### Signal wires by layer

(2 px per µm) Only two layers are drawn.
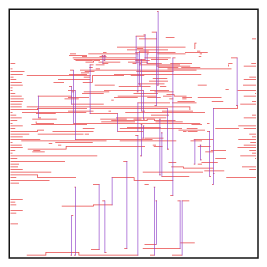
### Clock routing

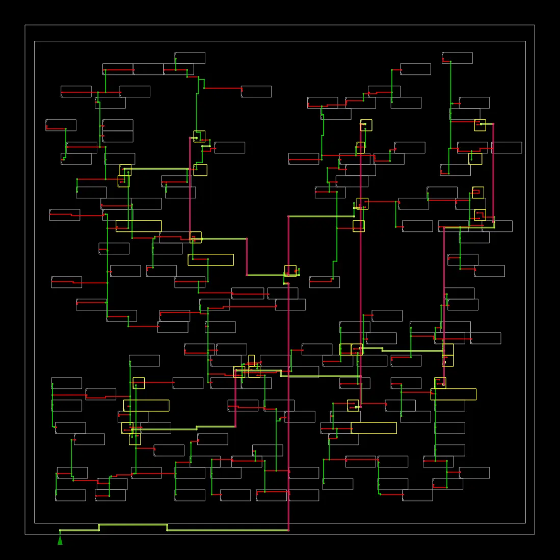
### Pin placement

(3 px per µm) Pins as bars across the die edge, other pins in gray.
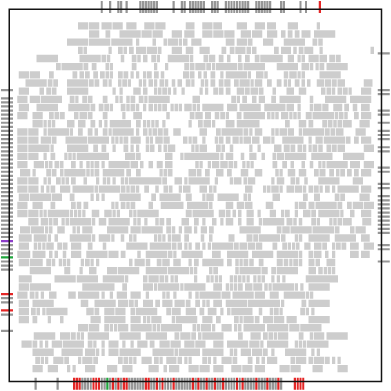
### Met4 routing

(3 px per µm)
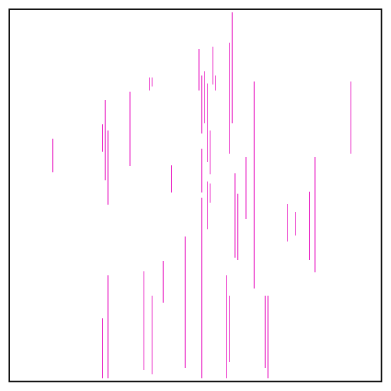
### Logic cells by family

(3 px per µm)
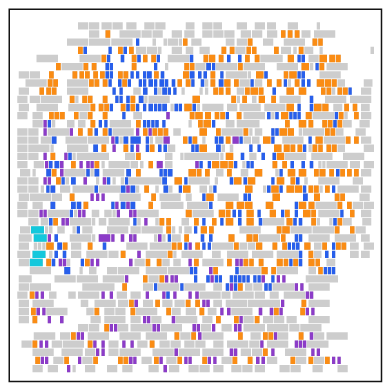
===== config.mk =====
export PLATFORM = sky130hd
export DESIGN_NAME = mem_access_unit
export DESIGN_NICKNAME = d
export VERILOG_FILES = /design/src/rtl/mem_access_pkg.sv /design/src/rtl/load_extend.sv /design/src/rtl/mem_access_unit.sv
export SDC_FILE = /design/constraint.sdc
export NUM_CORES = 1
export LEC_CHECK = 0
export ABC_AREA = 1
export CORE_MARGIN = 2
export CORE_UTILIZATION = 49
export CTS_BUF_LIST = sky130_fd_sc_hd__clkbuf_4
export DETAILED_ROUTE_END_ITERATION = 16
export PLACE_DENSITY = 0.82
export SLEW_MARGIN = 20
export SYNTH_ARGS = -nofsm -noshare
export SYNTH_HDL_FRONTEND = slang
export SYNTH_SLANG_ARGS = --single-unit

===== constraint.sdc =====
create_clock -name clk -period 2.35 [get_ports clk]
set_clock_uncertainty 0.2 [all_clocks]
set_input_delay 0.235 -clock clk [delete_from_list [all_inputs] [get_ports clk]]
set_output_delay 0.235 -clock clk [all_outputs]
set_load 0.02 [all_outputs]

===== src/rtl/mem_access_pkg.sv =====
// Shared definitions for the memory access unit: access-size encodings, FSM state
// type and small lane helpers used by the datapath.
package mem_access_pkg;

    localparam logic [1:0] SZ_BYTE = 2'b00;
    localparam logic [1:0] SZ_HALF = 2'b01;
    localparam logic [1:0] SZ_WORD = 2'b10;

    typedef logic [1:0] state_t;

    localparam state_t ST_IDLE = 2'd0;
    localparam state_t ST_RD   = 2'd1;
    localparam state_t ST_WR   = 2'd2;
    localparam state_t ST_RESP = 2'd3;

    // Encoding 11 is an alias for a full word access.
    function automatic logic is_word(input logic [1:0] size);
        return size[1];
    endfunction

    function automatic logic is_misaligned(input logic [1:0] size, input logic [1:0] addr_lo);
        logic bad;
        bad = 1'b0;
        if (size == SZ_HALF) begin
            bad = addr_lo[0];
        end else if (is_word(size)) begin
            bad = (addr_lo != 2'b00);
        end
        return bad;
    endfunction

    // Replace one byte or half lane of old_word with the right-justified store data.
    function automatic logic [31:0] merge_lane(input logic [31:0] old_word,
                                               input logic [31:0] data,
                                               input logic [1:0]  size,
                                               input logic [1:0]  lane);
        logic [31:0] merged;
        merged = old_word;
        case (size)
            SZ_BYTE: begin
                case (lane)
                    2'd0: merged[7:0]   = data[7:0];
                    2'd1: merged[15:8]  = data[7:0];
                    2'd2: merged[23:16] = data[7:0];
                    default: merged[31:24] = data[7:0];
                endcase
            end
            SZ_HALF: begin
                if (lane[1]) begin
                    merged[31:16] = data[15:0];
                end else begin
                    merged[15:0] = data[15:0];
                end
            end
            default: merged = data;
        endcase
        return merged;
    endfunction

endpackage


===== src/rtl/load_extend.sv =====
// Load lane extraction: picks the byte or half lane out of a memory word and
// sign- or zero-extends it to 32 bits; word accesses pass through unchanged.
module load_extend
    import mem_access_pkg::*;
(
    input  logic [31:0] word,
    input  logic [1:0]  size,
    input  logic [1:0]  lane,
    input  logic        sign_ext,
    output logic [31:0] result
);

    logic [7:0]  byte_sel;
    logic [15:0] half_sel;

    always_comb begin
        byte_sel = word[7:0];
        case (lane)
            2'd0: byte_sel = word[7:0];
            2'd1: byte_sel = word[15:8];
            2'd2: byte_sel = word[23:16];
            default: byte_sel = word[31:24];
        endcase
        half_sel = lane[1] ? word[31:16] : word[15:0];
    end

    always_comb begin
        result = word;
        case (size)
            SZ_BYTE: result = {{24{sign_ext & byte_sel[7]}}, byte_sel};
            SZ_HALF: result = {{16{sign_ext & half_sel[15]}}, half_sel};
            default: result = word;
        endcase
    end

endmodule


===== src/rtl/mem_access_unit.sv =====
// CPU-side load/store unit for a word-wide memory; sub-word stores use read-modify-write.
// Optional misaligned-access trap is enabled by defining MEM_ACCESS_MISALIGN_EN.
module mem_access_unit
    import mem_access_pkg::*;
#(
    parameter int ADDR_W = 32
) (
    input  logic              clk,
    input  logic              rst,
    input  logic              req,
    input  logic              we,
    input  logic [1:0]        size,
    input  logic              sign_ext,
    input  logic [ADDR_W-1:0] addr,
    input  logic [31:0]       wdata,
    output logic              ready,
    output logic              done,
    output logic [31:0]       rdata,
    output logic              misalign,
    output logic [ADDR_W-1:0] mem_address,
    output logic [31:0]       mem_writeData,
    output logic              mem_MemRead,
    output logic              mem_MemWrite,
    input  logic [31:0]       mem_readData
);

    state_t            state_q, state_d;
    logic              we_q, we_d;
    logic [1:0]        size_q, size_d;
    logic              sign_ext_q, sign_ext_d;
    logic [ADDR_W-1:0] addr_q, addr_d;
    logic [31:0]       wdata_q, wdata_d;
    logic [31:0]       rdata_q, rdata_d;
    logic [31:0]       merge_q, merge_d;
    logic [31:0]       load_result;
`ifdef MEM_ACCESS_MISALIGN_EN
    logic              misalign_q, misalign_d;
`endif

    load_extend u_load_extend (
        .word     (mem_readData),
        .size     (size_q),
        .lane     (addr_q[1:0]),
        .sign_ext (sign_ext_q),
        .result   (load_result)
    );

    always_comb begin
        state_d    = state_q;
        we_d       = we_q;
        size_d     = size_q;
        sign_ext_d = sign_ext_q;
        addr_d     = addr_q;
        wdata_d    = wdata_q;
        rdata_d    = rdata_q;
        merge_d    = merge_q;
`ifdef MEM_ACCESS_MISALIGN_EN
        misalign_d = misalign_q;
`endif
        case (state_q)
            ST_IDLE: begin
                if (req) begin
                    we_d       = we;
                    size_d     = size;
                    sign_ext_d = sign_ext;
                    addr_d     = addr;
                    wdata_d    = wdata;
                    // Only full-word stores can skip the read of the old word.
                    if (we && is_word(size)) begin
                        state_d = ST_WR;
                    end else begin
                        state_d = ST_RD;
                    end
`ifdef MEM_ACCESS_MISALIGN_EN
                    misalign_d = is_misaligned(size, addr[1:0]);
                    if (misalign_d) begin
                        state_d = ST_RESP;
                    end
`endif
                end
            end
            ST_RD: begin
                if (we_q) begin
                    merge_d = merge_lane(mem_readData, wdata_q, size_q, addr_q[1:0]);
                    state_d = ST_WR;
                end else begin
                    rdata_d = load_result;
                    state_d = ST_RESP;
                end
            end
            ST_WR: begin
                state_d = ST_RESP;
            end
            default: begin
                state_d = ST_IDLE;
            end
        endcase
    end

    always_ff @(posedge clk) begin
        if (rst) begin
            state_q    <= ST_IDLE;
            we_q       <= 1'b0;
            size_q     <= 2'b00;
            sign_ext_q <= 1'b0;
            addr_q     <= '0;
            wdata_q    <= 32'h0;
            rdata_q    <= 32'h0;
            merge_q    <= 32'h0;
`ifdef MEM_ACCESS_MISALIGN_EN
            misalign_q <= 1'b0;
`endif
        end else begin
            state_q    <= state_d;
            we_q       <= we_d;
            size_q     <= size_d;
            sign_ext_q <= sign_ext_d;
            addr_q     <= addr_d;
            wdata_q    <= wdata_d;
            rdata_q    <= rdata_d;
            merge_q    <= merge_d;
`ifdef MEM_ACCESS_MISALIGN_EN
            misalign_q <= misalign_d;
`endif
        end
    end

    assign ready         = (state_q == ST_IDLE);
    assign done          = (state_q == ST_RESP);
    assign rdata         = rdata_q;
    assign mem_address   = {addr_q[ADDR_W-1:2], 2'b00};
    assign mem_MemRead   = (state_q == ST_RD);
    assign mem_MemWrite  = (state_q == ST_WR);
    assign mem_writeData = is_word(size_q) ? wdata_q : merge_q;
`ifdef MEM_ACCESS_MISALIGN_EN
    assign misalign      = misalign_q;
`else
    assign misalign      = 1'b0;
`endif

endmodule


==> impl_metrics.py <==
# Metrics from the implementation run
metrics = {
    "status": {
        "status": "completed",
    },
    "synthesis": {
        "yosys.area.top_type": "dfxtp_1",
        "synth-compound-area-share_pct": 26.43,
        "area_leaders": "dfxtp_1, nand2_1, o21ai_0",
        "yosysWarnings": 0,
        "numSynthFlops": 134,
        "ys_seq_share_pct": 38.27,
        "yosys_cells": 1061,
        "synth_cells": 1061,
        "ys_types": 22,
    },
    "route": {
        "routed_wl_um": 23580,
        "firstDrtPassIters": 6,
        "ant_nets": 0,
    },
    "clocking": {
        "h-tree-depth": 4,
        "cts_buffer_depth": 2,
        "cts_root_buf": "clkbuf_4",
    },
    "final_timing": {
        "hold_viol": 0,
        "layout_min_cycle_time_ps": 2282,
        "fmax_mhz": 438.3,
        "layout_setup_ws_ps": 68.21,
        "fin_crit_sh_pct": 97.10,
        "fin_tns_setup_ps": 0,
        "tightest_slew_ps": 617.1,
    },
    "hold_path": {
        "holdCritStartpoint": "wdata[27]",
        "hold_end": "wdata_q[27]",
    },
    "placement": {
        "dpl.hpwl_um": 16470,
    },
    "floorplan": {
        "fp-row-count": 43,
        "io_pins": 204,
        "dieArea_um2": 15280,
        "initCoreUtil_pct": 50.31,
    },
    "critical_path": {
        "cp-end-kind": "output pin",
        "start_kind": "register",
        "arrival_ps": 1850,
        "crit_chain": "inv_4, buf_12, nand2_1, o21ai_0, clkdlybuf4s15_1",
        "reg2reg_to": "rdata[11]",
        "critPathRequiredTime_ps": 1910,
        "worst_path_largest_cell_delay_ps": 380,
        "rrSetupSlack_ps": 340,
        "worstRegToRegCells": 6,
    },
    "power_and_ir_drop": {
        "p_per_area_nw_per_um2": 1034,
    },
    "flow_run": {
        "warnings": 29,
    },
}
-- 'Signal wires by layer' (at the start) --
[red] metal 3 | wire length: 2,630 µm
[purple] metal 4 | wire length: 906 µm

-- 'Clock routing' (at the start) --
registers: 134
clk_lat worst skew: 590 ps
Num CTS Buffers: 17
Clock Sinks: 134

-- 'Pin placement' (at the start) --
[red] mem_address | pins: 32 | direction: output | edge: 29 south, 2 west, 1 north
[green] size | pins: 2 | direction: input | edge: 1 west, 1 south
[purple] mem_MemRead | pins: 1 | direction: output | edge: west
all pins by edge: 82 south, 50 west, 44 north, 28 east
die width: 123.6 µm
Die Ht: 123.6 µm
port bufs: 200

-- 'Met4 routing' (at the start) --
share of all routed wire: 3.8%
main direction: vertical
longest straight run: 68.7 µm
nets with wire on the layer: 32
wire length on this layer: 906 µm

-- 'Logic cells by family' (at the start) --
[blue] NAND gates | cells: 246
[orange] inverting AOI/OAI gates | cells: 336 | where: widely spread
[cyan] adder and majority cells | cells: 4
[purple] NOR gates | cells: 148
fin cells: 1,390
Comb area share: 37.29%
Commonest Layout Cell: nand2_1

## metrics by stage
step | util (%) | hold WS (ps) | power [mW]
2_1_floorplan | - | 183.8 | 6.104
3_3_place_gp | 64.03 | 256.4 | 7.690
3_5_place_dp | 64.03 | 260.0 | 7.745
4_1_cts | 66.45 | 37.09 | 9.551
5_1_grt | 66.58 | 63.88 | 10.19
6_report | 66.58 | 36.46 | 9.591
## how the worst max path moves through the flow
stage	slack, ps	start	endpoint	cells past startpoint
floorplan	470	state_q[1]	rdata[3]	10
global placement	330	mem_readData[31]	rdata[29]	7
detailed placement	290	mem_readData[31]	rdata[19]	7
CTS	5	state_q[0]	ready	3
global route	2	size_q[1]	mem_writeData[8]	5
finish	70	size_q[1]	mem_writeData[7]	5
## worst reg2reg max path, delay by kind of cell (launching register included)
family | cells | cell delay [ps]
compound gates | 1 | 130
buf+inv | 2 | 580
flops | 1 | 420
simple gates | 3 | 620
## layout make-up
cell class                 instances  area, µm²
antenna                            1      2.502
tap                              180      225.2
sequential                       134       2686
clock buffer                      18      135.1
timing repair buffer             226       2260
fill                            1288       4657
inverter                          80      302.8
clock inverter                    13      206.4
multi-input combinational        738       3460
## routing by layer
layer,up-vias,share of wire (%),global-route usage [%]
met5,-,0,0
met4,0,3.8,13.07
met3,90,11,9.066
met2,439,44,47.70
met1,3521,41,41.35
li1,3750,-,-
## logic make-up after synthesis
kind of cell    count (synthesis)
buf+inv                       191
compound gates                337
flops                         134
simple gates                  394
fa+ha+maj                       4
other cells                     1
## cell usage in the layout, fill, tap and decap left out, drive strengths merged
cell type / n
conb: 3
o21ai: 153
nand2: 211
dfxtp: 134
diode: 1
bufinv: 5
buf: 25
clkbuf: 18
ha: 4
dlygate4sd2: 26
clkdlybuf4s50: 165
a21oi: 104
nor2: 148
nand3: 35
clkinv: 4
clkinvlp: 4
dlymetal6s2s: 3
o21a: 1
bufbuf: 1
clkdlybuf4s15: 6
a31oi: 27
o211ai: 52
inv: 80
## registers in the layout, indices dropped and copies added, names as in the netlist
signal,flops
addr_q,32
sign_ext_q,1
size_q,2
merge_q,32
wdata_q,32
state_q,2
we_q,1
rdata,32
## power by group
group          switching [mW]  internal, mW  leakage, nW  total [mW]
Clock                   0.897         0.952        0.168        1.85
Combinational            2.72          1.76         2.76        4.48
Sequential              0.424          2.84         1.10        3.27
Total                    4.04          5.55         4.03        9.59
## Yosys cell counts (all sizes together)
library cell	n
ha	4
a21oi	104
clkbuf	54
o21a	1
o21ai	153
a31oi	27
nand3	35
nor2	148
dfxtp	134
o211ai	52
conb	1
nand2	211
inv	80
buf	57
## what timing repair did
action                                  4_1_cts  5_1_grt
gates resized                                34        9
endpoints found under the setup margin       32        9
cloned                                        1        0
Power figures rest on the tool's default switching activity, not on a simulated workload.
